[src/rtl/inst_fetch_unit.sv]
// Instruction-fetch stage: owns the PC, captures ROM data into the IF/ID register
// and hands it to the decoder over a valid/ready handshake, with early jump redirect.
module inst_fetch_unit #(
   parameter logic [31:0] RESET_PC   = 32'h0000_0000,
   parameter bit          EARLY_JUMP = 1'b1
) (
   input  logic        CLK,
   input  logic        RST_n,
   output logic [31:0] PC,
   input  logic [31:0] INST_in,
   input  logic        REDIR,
   input  logic [31:0] REDIR_PC,
   input  logic        ID_Ready,
   output logic        IF_Valid,
   output logic [31:0] IF_PC,
   output logic [31:0] IF_PC4,
   output logic [31:0] IF_INST,
   output logic        IF_IsJump,
   output logic [31:0] FetchCnt
);

   logic [31:0] pc_q, pc_d;
   logic        if_valid_q, if_valid_d;
   logic [31:0] if_pc_q, if_pc_d;
   logic [31:0] if_pc4_q, if_pc4_d;
   logic [31:0] if_inst_q, if_inst_d;
   logic        if_is_jump_q, if_is_jump_d;
   logic [31:0] fetch_cnt_q, fetch_cnt_d;

   logic        capture;
   logic        is_jump;
   logic [31:0] pc4;
   logic [31:0] jump_tgt;

   always_comb begin
      capture  = !if_valid_q || ID_Ready;
      pc4      = pc_q + 32'd4;
      is_jump  = EARLY_JUMP && (INST_in[31:26] == 6'b000010);
      jump_tgt = {pc4[31:28], INST_in[25:0], 2'b00};

      pc_d         = pc_q;
      if_valid_d   = if_valid_q;
      if_pc_d      = if_pc_q;
      if_pc4_d     = if_pc4_q;
      if_inst_d    = if_inst_q;
      if_is_jump_d = if_is_jump_q;
      fetch_cnt_d  = fetch_cnt_q;

      // EX redirect wins over capture and over any jump sitting at the current PC.
      if (REDIR) begin
         pc_d       = REDIR_PC & ~32'd3;
         if_valid_d = 1'b0;
      end else if (capture) begin
         if_pc_d      = pc_q;
         if_pc4_d     = pc4;
         if_inst_d    = INST_in;
         if_is_jump_d = is_jump;
         if_valid_d   = 1'b1;
         fetch_cnt_d  = fetch_cnt_q + 32'd1;
         pc_d         = is_jump ? jump_tgt : pc4;
      end
   end

   always_ff @(posedge CLK or negedge RST_n) begin
      if (!RST_n) begin
         pc_q         <= RESET_PC;
         if_valid_q   <= 1'b0;
         if_pc_q      <= '0;
         if_pc4_q     <= '0;
         if_inst_q    <= '0;
         if_is_jump_q <= 1'b0;
         fetch_cnt_q  <= '0;
      end else begin
         pc_q         <= pc_d;
         if_valid_q   <= if_valid_d;
         if_pc_q      <= if_pc_d;
         if_pc4_q     <= if_pc4_d;
         if_inst_q    <= if_inst_d;
         if_is_jump_q <= if_is_jump_d;
         fetch_cnt_q  <= fetch_cnt_d;
      end
   end

   assign PC        = pc_q;
   assign IF_Valid  = if_valid_q;
   assign IF_PC     = if_pc_q;
   assign IF_PC4    = if_pc4_q;
   assign IF_INST   = if_inst_q;
   assign IF_IsJump = if_is_jump_q;
   assign FetchCnt  = fetch_cnt_q;

endmodule
[config.mk]
export PLATFORM = sky130hd
export DESIGN_NAME = inst_fetch_unit
export DESIGN_NICKNAME = d
export VERILOG_FILES = /design/src/rtl/inst_fetch_unit.sv
export SDC_FILE = /design/constraint.sdc
export NUM_CORES = 1
export LEC_CHECK = 0
export ABC_AREA = 1
export CAP_MARGIN = 10
export CORE_ASPECT_RATIO = 0.5
export CORE_MARGIN = 2
export CORE_UTILIZATION = 45
export CTS_BUF_LIST = sky130_fd_sc_hd__clkbuf_4
export CTS_CLUSTER_DIAMETER = 50
export DETAILED_ROUTE_END_ITERATION = 10
export HOLD_SLACK_MARGIN = 0.15
export MAX_ROUTING_LAYER = met4
export PLACE_DENSITY = 0.76
export SLEW_MARGIN = 20
export SYNTH_ARGS = -nofsm -noshare
export SYNTH_HDL_FRONTEND = slang
export SYNTH_SLANG_ARGS = --single-unit
[constraint.sdc]
create_clock -name CLK -period 3.6 [get_ports CLK]
set_input_delay 0.72 -clock CLK [delete_from_list [all_inputs] [get_ports CLK]]
set_output_delay 0.72 -clock CLK [all_outputs]
set_load 0.01 [all_outputs]
### Pin placement, run 1

Pins as bars across the die edge, other pins in gray.
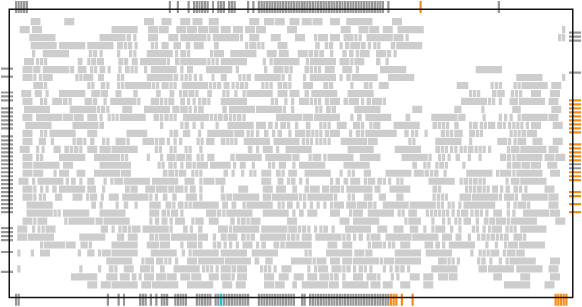
[`IF_IsJump`] cyan | pins: 1 | direction: output | edge: bottom
[`FetchCnt`] orange | pins: 32 | direction: output | edge: 21 right, 10 bottom, 1 top
die height: 97.83 um
Die X: 191.7 um

### Placed standard cells, run 1

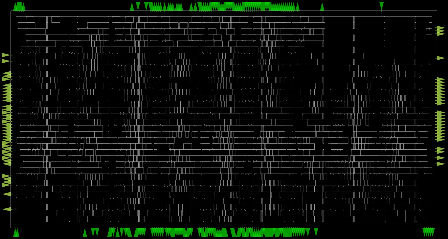
fin cells: 1,467
final sequential cell count: 156

==> results.tsv, run 1 <==
stage	metric	value	unit
die	num tapcells	234	
global_route	initial antenna violation count	0	
layout	Layout area overhead	33.93	%
clocking	CTS sink count	156	
min_path	Tightest Hold Check Type	in2async	
place	hpwl dp	17690	um
clocking	postcts setup bufs	0	
layout	Non-clock buffers	229	
synthesis	Syn. warnings	0	
layout	filler cell count	1546	
timing	final worst setup slack	1.118	ns
synthesis	Post-Syn Instances	1009	
synthesis	Cell Type Count	38	
clocking	Max H-tree Level	4	
layout	Final Cell Area	10610	um^2
timing	Hold Slack	0.1453	ns
layout	area taken by flip-flops and latches	3904	um^2
place	Cell Area, Placed	10300	um^2
layout	highest-count logic cell in the final layout	nand2_1	
worst_setup_path	Crit. End Element	primary output	
worst_setup_path	CP Max Fanout	6	
clocking	CTS tree	yes	
timing	max-slew violations	0	
layout	clock-cell share of area	2.971	%
route	drc violations	0	
run_status	status	complete, no violations	
global_route	GR Util All Layers	26.79	%
clocking	root buffer cell	clkbuf_4	
worst_setup_path	CP max-delay cell	clkdlybuf4s50_1	
route	first drt pass iteration count	5	
die	number of core rows	34	
timing	Tightest Pin Transition	0.8095	ns
layout	nets	1290	
synthesis	EDFF count, synth	0	
worst_setup_path	Setup CP Type	reg2out	
power	Peak VDD IR	0.2113	mV
synthesis	comb area leader	simple AND/OR/NAND/NOR gates	
power	P_leak	4.985	nW
synthesis	Synth top cell by count	nand2_1	
synthesis	yosys stat chip area	7924	um^2
synthesis	ys flops	156	
synthesis	Top cells by area	dfrtp_1 (49%), nand2_1 (17%), o21ai_0 (4.7%), inv_1 (4.5%), nor2_1 (3.3%)	
layout	Comb gates	712	
synthesis	Largest type area fraction	49.27	%
die	# IOs	230	
clocking	clock slew at reported path FFs	0.15	ns
layout	non-clk buf share	21.73	%
die	total die size	18750	um^2
worst_setup_path	crit start category	flop	
timing	Final Critical Period	2.482	ns
worst_setup_path	CP required	2.88	ns
route	via/cell ratio	4.999	
worst_setup_path	Max stage delay on crit path	0.63	ns
job	maxcap violations	0	
layout	combinational share of cell area	32.06	%
place	pre-CTS WS	0.5984	ns
timing	total negative slack	0	ns
timing	normalized max-slew margin	46.03	%
worst_setup_path	CP cell instances	clkdlybuf4s50_1	
synthesis	top cells by count	nand2_1 (366), dfrtp_1 (156), inv_1 (96)	
place	Port Buffers	221	
synthesis	and+or+nand+nor area frac	29.39	%
layout	clkbuf count	17	
global_route	GR Overflow Total	0	
route	Final ANT Viol Nets	0	
clocking	clk buf depth	2	
layout	logic area	3402	um^2
synthesis	post-synth top area cell	dfrtp_1	
clocking	Post-CTS Hold Fix Bufs	0	
synthesis	xor+xnor area frac	3.648	%
synthesis	Top FF cell, synth	dfrtp_1	
synthesis	Netlist Area Pre-Place	7924	um^2
layout	Top class by area	sequential cells	
synthesis	ys async rst share	100.0	%
synthesis	Syn Area/Cell	7.853	um^2
worst_setup_path	CP top delay family	buffers and inverters	
layout	Non-CTS inverters	104	
power	pwr dens	455.1	nW/um^2
clocking	CTS buffer count	17	
die	fp_density	45.77	%
worst_setup_path	Buf/Inv on CP	1	
layout	Seq area share	36.78	%
### Routed clock nets over the placement, run 1

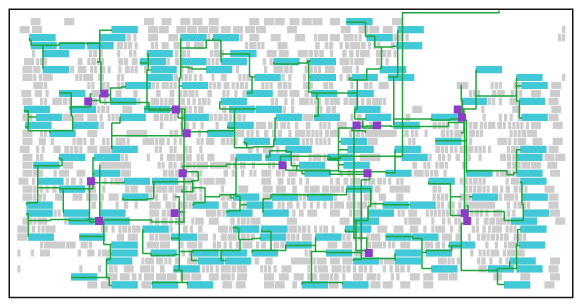
[clock drivers] purple | count: 17
[clock wires] green | length: 2,070 um
[flip-flops] cyan | count: 156
routed clock nets: 18
flops lie: all over the die
Power Clock: 1.20 mW
skew final: 0.02679 ns
clock share of power: 24.9%
clk_lat worst skew: 0.57 ns

[run 1: sequential cells by signal, summed over array words and instances, names as in the netlist]
signal / count
FetchCnt: 32
IF_INST: 32
IF_PC4: 30
IF_PC: 30
PC: 30
IF_IsJump: 1
IF_Valid: 1
[run 1: final timing paths]
check / start / endpoint / slack [ns] / depth (start not counted)
worst max-delay path: PC[13]$_DFFE_PN0P_ / PC[13] / 1.12 / 1
worst min-delay path: RST_n / IF_PC[2]$_DFFE_PN0P_ / 0.15 / 1
worst max register to register: IF_Valid$_DFFE_PN0P_ / FetchCnt[20]$_DFFE_PN0P_ / 1.39 / 8
worst min register to register: IF_INST[2]$_DFFE_PN0P_ / IF_INST[2]$_DFFE_PN0P_ / 0.49 / 2
max in group asynchronous: RST_n / FetchCnt[15]$_DFFE_PN0P_ / 2.59 / 2
min in group CLK: IF_INST[2]$_DFFE_PN0P_ / IF_INST[2]$_DFFE_PN0P_ / 0.49 / 2
[run 1: per-layer routing]
| metal | routed length, um | global-route usage, % | part of all wire [%] |
|---|---|---|---|
| met4 | 541 | 8.994 | 2.3 |
| met3 | 1251 | 5.032 | 5.3 |
| met1 | 10720 | 35.64 | 46 |
| met5 | 0 | - | 0 |
| met2 | 10980 | 41.35 | 47 |
[run 1: report_power, final]
group	internal [mW]	leakage [nW]	total [mW]	switching [mW]
Sequential	2.00	1.88	2.26	0.259
Clock	0.494	0.160	1.20	0.709
Combinational	0.687	2.95	1.37	0.682
Total	3.18	4.98	4.83	1.65
[run 1: stage by stage]
step           util, %  std cells  total power [mW]
2_1_floorplan        -       1014             2.850
3_3_place_gp     59.47       1435             3.633
3_5_place_dp     59.47       1435             3.660
4_1_cts          61.30       1467             4.857
5_1_grt          61.30       1467             5.092
6_report         61.30       1467             4.829
### I/O nets highlighted, run 1

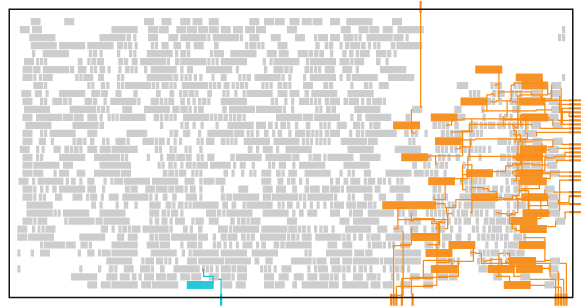

==> run 2, diff against run 1 <==
--- a/config.mk
+++ b/config.mk
@@ -15,7 +15,7 @@
 export DETAILED_ROUTE_END_ITERATION = 10
 export HOLD_SLACK_MARGIN = 0.15
 export MAX_ROUTING_LAYER = met4
-export PLACE_DENSITY = 0.76
+export PLACE_DENSITY = 0.79
 export SLEW_MARGIN = 20
 export SYNTH_ARGS = -nofsm -noshare
 export SYNTH_HDL_FRONTEND = slang
==> constraint.sdc (replaced) <==
create_clock -name CLK -period 2.1 [get_ports CLK]
set_input_delay 0.42 -clock CLK [delete_from_list [all_inputs] [get_ports CLK]]
set_output_delay 0.42 -clock CLK [all_outputs]
set_load 0.01 [all_outputs]
### I/O nets highlighted, run 2

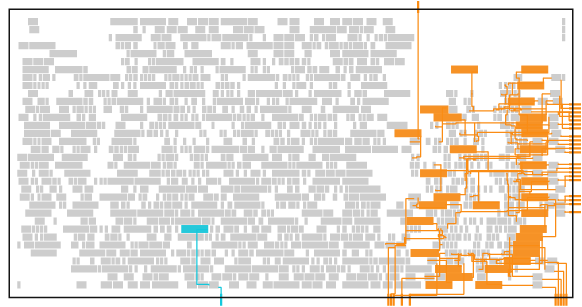
[`IF_IsJump`] cyan | bits: 1 | direction: output | end cells: 1 | buffers: 1 | wire: 30.7 um
[`FetchCnt`] orange | bits: 32 | direction: output | end cells: 32 | buffers: 32 | wire: 1,470 um
Port Buffers: 221
# IOs: 230

==> run 2 against run 1 <==
Net effect:
- global-route usage grew 0.27 points
- clock power is about 60% higher
- utilization rose by 1.4 points
- critical endpoint is now PC[12]
- largest cell class unchanged
- critical path depth stayed put
- worst setup slack got worse by 1.1 ns
- count of clock-buffer cells in the layout up 1
- power is 71% higher
==> results.tsv, run 2 <==
stage	metric	value	unit
power	pwr dens	760.7	nW/um^2
worst_setup_path	r2r worst-path depth	9	
power	Internal Pwr Total	5.411	mW
power	P_leak	5.121	nW
clocking	CTS buffer count	17	
worst_setup_path	crit start category	flop	
power	Seq pwr share	46.6	%
route	via/cell ratio	5.101	
worst_setup_path	CP top delay family	buffers and inverters	
worst_setup_path	Crit. End Element	primary output	
worst_setup_path	Buf/Inv on CP	1	
synthesis	EDFF count, synth	0	
layout	Seq area share	36.25	%
layout	fin cells	1495	
worst_setup_path	worst reg2reg setup slack	0.19	ns
worst_setup_path	CP endpoint	PC[12]	
synthesis	ys flops	156	
synthesis	Top cells by area	dfrtp_1 (49%), nand2_1 (17%), o21ai_0 (4.7%), inv_1 (4.5%), nor2_1 (3.3%)	
layout	combinational share of cell area	31.35	%
worst_setup_path	reg2reg end	PC[16]$_DFFE_PN0P_	
die	number of core rows	34	
timing	Hold Slack	0.3501	ns
power	Pwr Total	8.256	mW
layout	area taken by flip-flops and latches	3934	um^2
layout	Layout area overhead	36.96	%
synthesis	top cells by count	nand2_1 (366), dfrtp_1 (156), inv_1 (96)	
timing	Final Critical Period	2.058	ns
layout	logic area	3402	um^2
power	P_sw	2.845	mW
clocking	Max H-tree Level	4	
synthesis	Post-Syn Instances	1009	
worst_setup_path	Setup CP Type	reg2out	
run_status	status	complete, no violations	
clocking	CTS tree	yes	
place	pre-CTS WS	0.00007527	ns
die	fp_density	45.77	%
job	maxcap violations	0	
power	clock share of power	23.3	%
synthesis	ys async rst share	100.0	%
clocking	root buffer cell	clkbuf_4	
==> run 2: cell count changes in the layout (fill, tap and decap cells not counted), sizes merged, moves of 2 or more <==
cell and delta:
buf +27, clkdlybuf4s50 -6, dlymetal6s2s +4, dlygate4sd2 +2
==> run 2: power by group through the flow <==
stage | registers (mW) | clock network (mW) | logic (mW)
2_1_floorplan | 4.03 | 0 | 0.861
3_3_place_gp | 3.89 | 0 | 2.38
3_5_place_dp | 3.90 | 0 | 2.42
4_1_cts | 3.85 | 1.96 | 2.45
5_1_grt | 3.91 | 2.09 | 2.71
6_report | 3.85 | 1.92 | 2.49
==> run 2: worst min path at each step <==
stage,slack [ns],cells after the start,from,end
floorplan,0.12,0,RST_n,FetchCnt[0]$_DFFE_PN0P_
global placement,0.41,1,RST_n,IF_INST[0]$_DFFE_PN0P_
detailed placement,0.41,1,RST_n,IF_INST[0]$_DFFE_PN0P_
CTS,0.32,4,REDIR,FetchCnt[7]$_DFFE_PN0P_
global route,0.33,4,REDIR,FetchCnt[7]$_DFFE_PN0P_
finish,0.35,2,RST_n,PC[3]$_DFFE_PN0P_
==> run 2: what timing repair did <==
action	4_1_cts	5_1_grt
endpoints found under the setup margin	15	21
hold endpoints to repair	60	0
pin swaps	0	0
hold buffers	1	0
setup buffers	2	7
gates resized	14	16
==> run 2: kinds of logic after synthesis <==
| family | share of synthesized area, % |
|---|---|
| and+or+nand+nor | 29.39 |
| DFF | 49.27 |
| buffers and inverters | 8.038 |
| AOI/OAI and AO/OA | 9.301 |
| xor gates and xnor gates | 3.648 |
| adders and majority gates | 0.3158 |
| other | 0.04733 |
==> run 2: metal layers <==
metal,wire [um],global-route usage (%),vias to the layer above
met5,0,-,-
met4,651,9.763,0
met3,1526,5.068,49
met2,11140,41.41,275
met1,10700,36.06,3645
li1,-,-,3657
### Placed standard cells, run 2

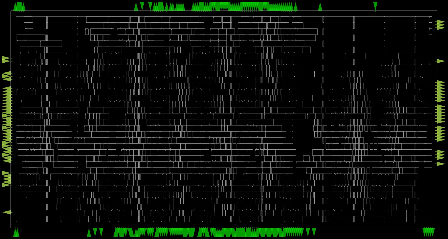

==> run 3, diff against run 2 <==
--- a/config.mk
+++ b/config.mk
@@ -7,15 +7,17 @@
 export LEC_CHECK = 0
 export ABC_AREA = 1
 export CAP_MARGIN = 10
+export CELL_PAD_IN_SITES_DETAIL_PLACEMENT = 1
+export CELL_PAD_IN_SITES_GLOBAL_PLACEMENT = 2
 export CORE_ASPECT_RATIO = 0.5
 export CORE_MARGIN = 2
-export CORE_UTILIZATION = 45
+export CORE_UTILIZATION = 25
 export CTS_BUF_LIST = sky130_fd_sc_hd__clkbuf_4
 export CTS_CLUSTER_DIAMETER = 50
 export DETAILED_ROUTE_END_ITERATION = 10
 export HOLD_SLACK_MARGIN = 0.15
 export MAX_ROUTING_LAYER = met4
-export PLACE_DENSITY = 0.79
+export PLACE_DENSITY_LB_ADDON = 0.1
 export SLEW_MARGIN = 20
 export SYNTH_ARGS = -nofsm -noshare
 export SYNTH_HDL_FRONTEND = slang
### Placed standard cells, run 3

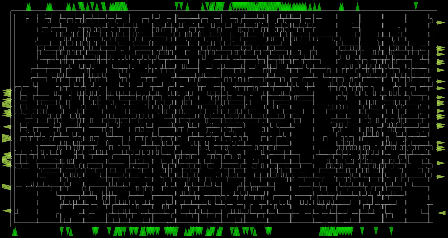
Seq area share: 33.77%
num tapcells: 432
fin cells: 1,763
final core occ: 37.04%
CORE AREA: 31,430 um^2

==> run 3 against run 2 <==
Net effect:
- count of clock-buffer cells in the layout rose by 1
- via count rose by 2.0%
- synthesized cell count did not move
- first-iteration DRC count fell by 43%
- hold slack got worse by 0.096 ns
- sequential power fell by 3%
- critical path depth did not move
- largest power group unchanged
- highest routed layer unchanged
==> results.tsv, run 3 <==
stage	metric	value	unit
route	first drt pass iteration count	7	
clocking	CTS tree	yes	
timing	normalized max-slew margin	57.67	%
synthesis	Synth top cell by count	nand2_1	
clocking	clk_lat worst skew	0.63	ns
die	total die size	33220	um^2
die	die height	129.9	um
worst_setup_path	CP required	1.68	ns
timing	total negative slack	0	ns
synthesis	Syn Area/Cell	7.853	um^2
synthesis	EDFF count, synth	0	
layout	nets	1388	
worst_setup_path	Setup CP Type	reg2out	
power	Seq pwr share	43.1	%
timing	skew final	0.01850	ns
timing	final worst setup slack	0.07873	ns
die	fp_density	25.22	%
timing	max-slew violations	0	
clocking	CTS buffer count	17	
synthesis	Top cells by area	dfrtp_1 (49%), nand2_1 (17%), o21ai_0 (4.7%), inv_1 (4.5%), nor2_1 (3.3%)	
synthesis	yosys stat chip area	7924	um^2
clocking	CTS sink count	156	
synthesis	ys flops	156	
synthesis	Top FF cell, synth	dfrtp_1	
route	drc violations	0	
synthesis	Largest type area fraction	49.27	%
power	Internal Pwr Total	5.662	mW
clocking	clock slew at reported path FFs	0.14	ns
place	hpwl dp	23980	um
layout	Final Cell Area	11640	um^2
worst_setup_path	Max stage delay on crit path	0.57	ns
die	Die X	255.8	um
power	Power Clock	2.02	mW
timing	Hold Slack	0.2544	ns
synthesis	Cell Type Count	38	
power	combinational power share	33.5	%
route	Final ANT Viol Nets	0	
worst_setup_path	Crit. End Element	primary output	
power	P_sw	2.966	mW
clocking	root buffer cell	clkbuf_4	
worst_setup_path	CP cell instances	clkdlybuf4s50_1	
power	P_leak	5.539	nW
synthesis	ys async rst share	100.0	%
global_route	initial antenna violation count	2	
route	via/cell ratio	4.414	
place	Port Buffers	221	
run_status	status	complete, no violations	
power	pwr dens	741.2	nW/um^2
global_route	GR Overflow Total	0	
synthesis	post-synth top area cell	dfrtp_1	
job	maxcap violations	0	
layout	highest-count logic cell in the final layout	nand2_1	
power	Pwr Total	8.628	mW
worst_setup_path	CP max-delay cell	clkdlybuf4s50_1	
worst_setup_path	CP top delay family	buffers and inverters	
worst_setup_path	crit start category	flop	
die	number of core rows	46	
synthesis	Syn. warnings	0	
power	sequential power	3.72	mW
synthesis	top cells by count	nand2_1 (366), dfrtp_1 (156), inv_1 (96)	
power	Peak VDD IR	0.3302	mV
min_path	Tightest Hold Check Type	in2reg	
clocking	Max H-tree Level	4	
synthesis	Netlist Area Pre-Place	7924	um^2
## run 3: cell families after synthesis
logic type / share of synthesized area [%]
and+or+nand+nor: 29.39
DFF: 49.27
buffers and inverters: 8.038
AOI/OAI and AO/OA: 9.301
xor gates and xnor gates: 3.648
adders and majority gates: 0.3158
other: 0.04733
## run 3: layer usage
layer,wire length [um],part of all wire [%],vias up,GRT usage (%)
li1,-,-,3785,-
met1,14560,46,3874,25.17
met2,15870,50,103,34.26
met3,822,2.6,20,3.147
met4,362,1.1,0,5.126
met5,0,0,-,-
## run 3: final timing paths
path                       cells after the start                 endpoint                    from
setup / recovery                               1               IF_PC4[24]  IF_PC4[24]$_DFFE_PN0P_
hold / removal                                 3        PC[9]$_DFFE_PN0P_                   REDIR
setup reg to reg                              12       PC[23]$_DFFE_PN0P_      PC[13]$_DFFE_PN0P_
hold reg to reg                                2    IF_PC[14]$_DFFE_PN0P_   IF_PC[14]$_DFFE_PN0P_
max in group asynchronous                      3  FetchCnt[2]$_DFFE_PN0P_                   RST_n
min in group asynchronous                      3  IF_INST[30]$_DFFE_PN0P_                   RST_n
## run 3: final cells by class
| class | count | area [um^2] |
|---|---|---|
| Antenna cell | 2 | 5.005 |
| Clock buffer | 19 | 142.6 |
| Clock inverter | 11 | 127.6 |
| Fill cell | 3801 | 19780 |
| Inverter | 104 | 392.9 |
| Multi-Input combinational cell | 712 | 3402 |
| Sequential cell | 156 | 3931 |
| Tap cell | 432 | 540.5 |
| Timing Repair Buffer | 327 | 3099 |
## run 3: what timing repair did
action,CTS,global route
setup buffers,50,0
resized,40,5
hold buffers,2,0
endpoints found under the setup margin,59,5
hold endpoints to repair,156,0

==> screenshots <==
Metal layers overlaid.
panel A
The bar under the picture is 100 um long.
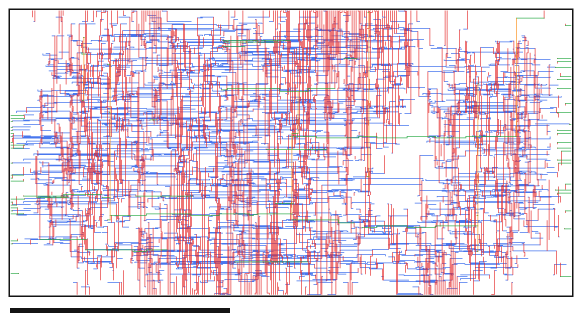
panel B
The bar under the picture is 50 um long.
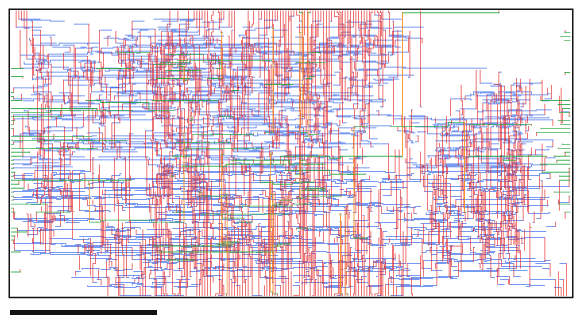
The one with the most wire is panel A.
The one with the largest die is panel A.
Panel A is run 3.
Panel B is run 1.

Key to panel B:
[metal 1] blue | wire length: 10,700 um
[metal 2] red | wire length: 11,000 um
[metal 4] orange | wire length: 541 um
[metal 3] green | wire length: 1,250 um

Power and IR drop assume default switching activity.
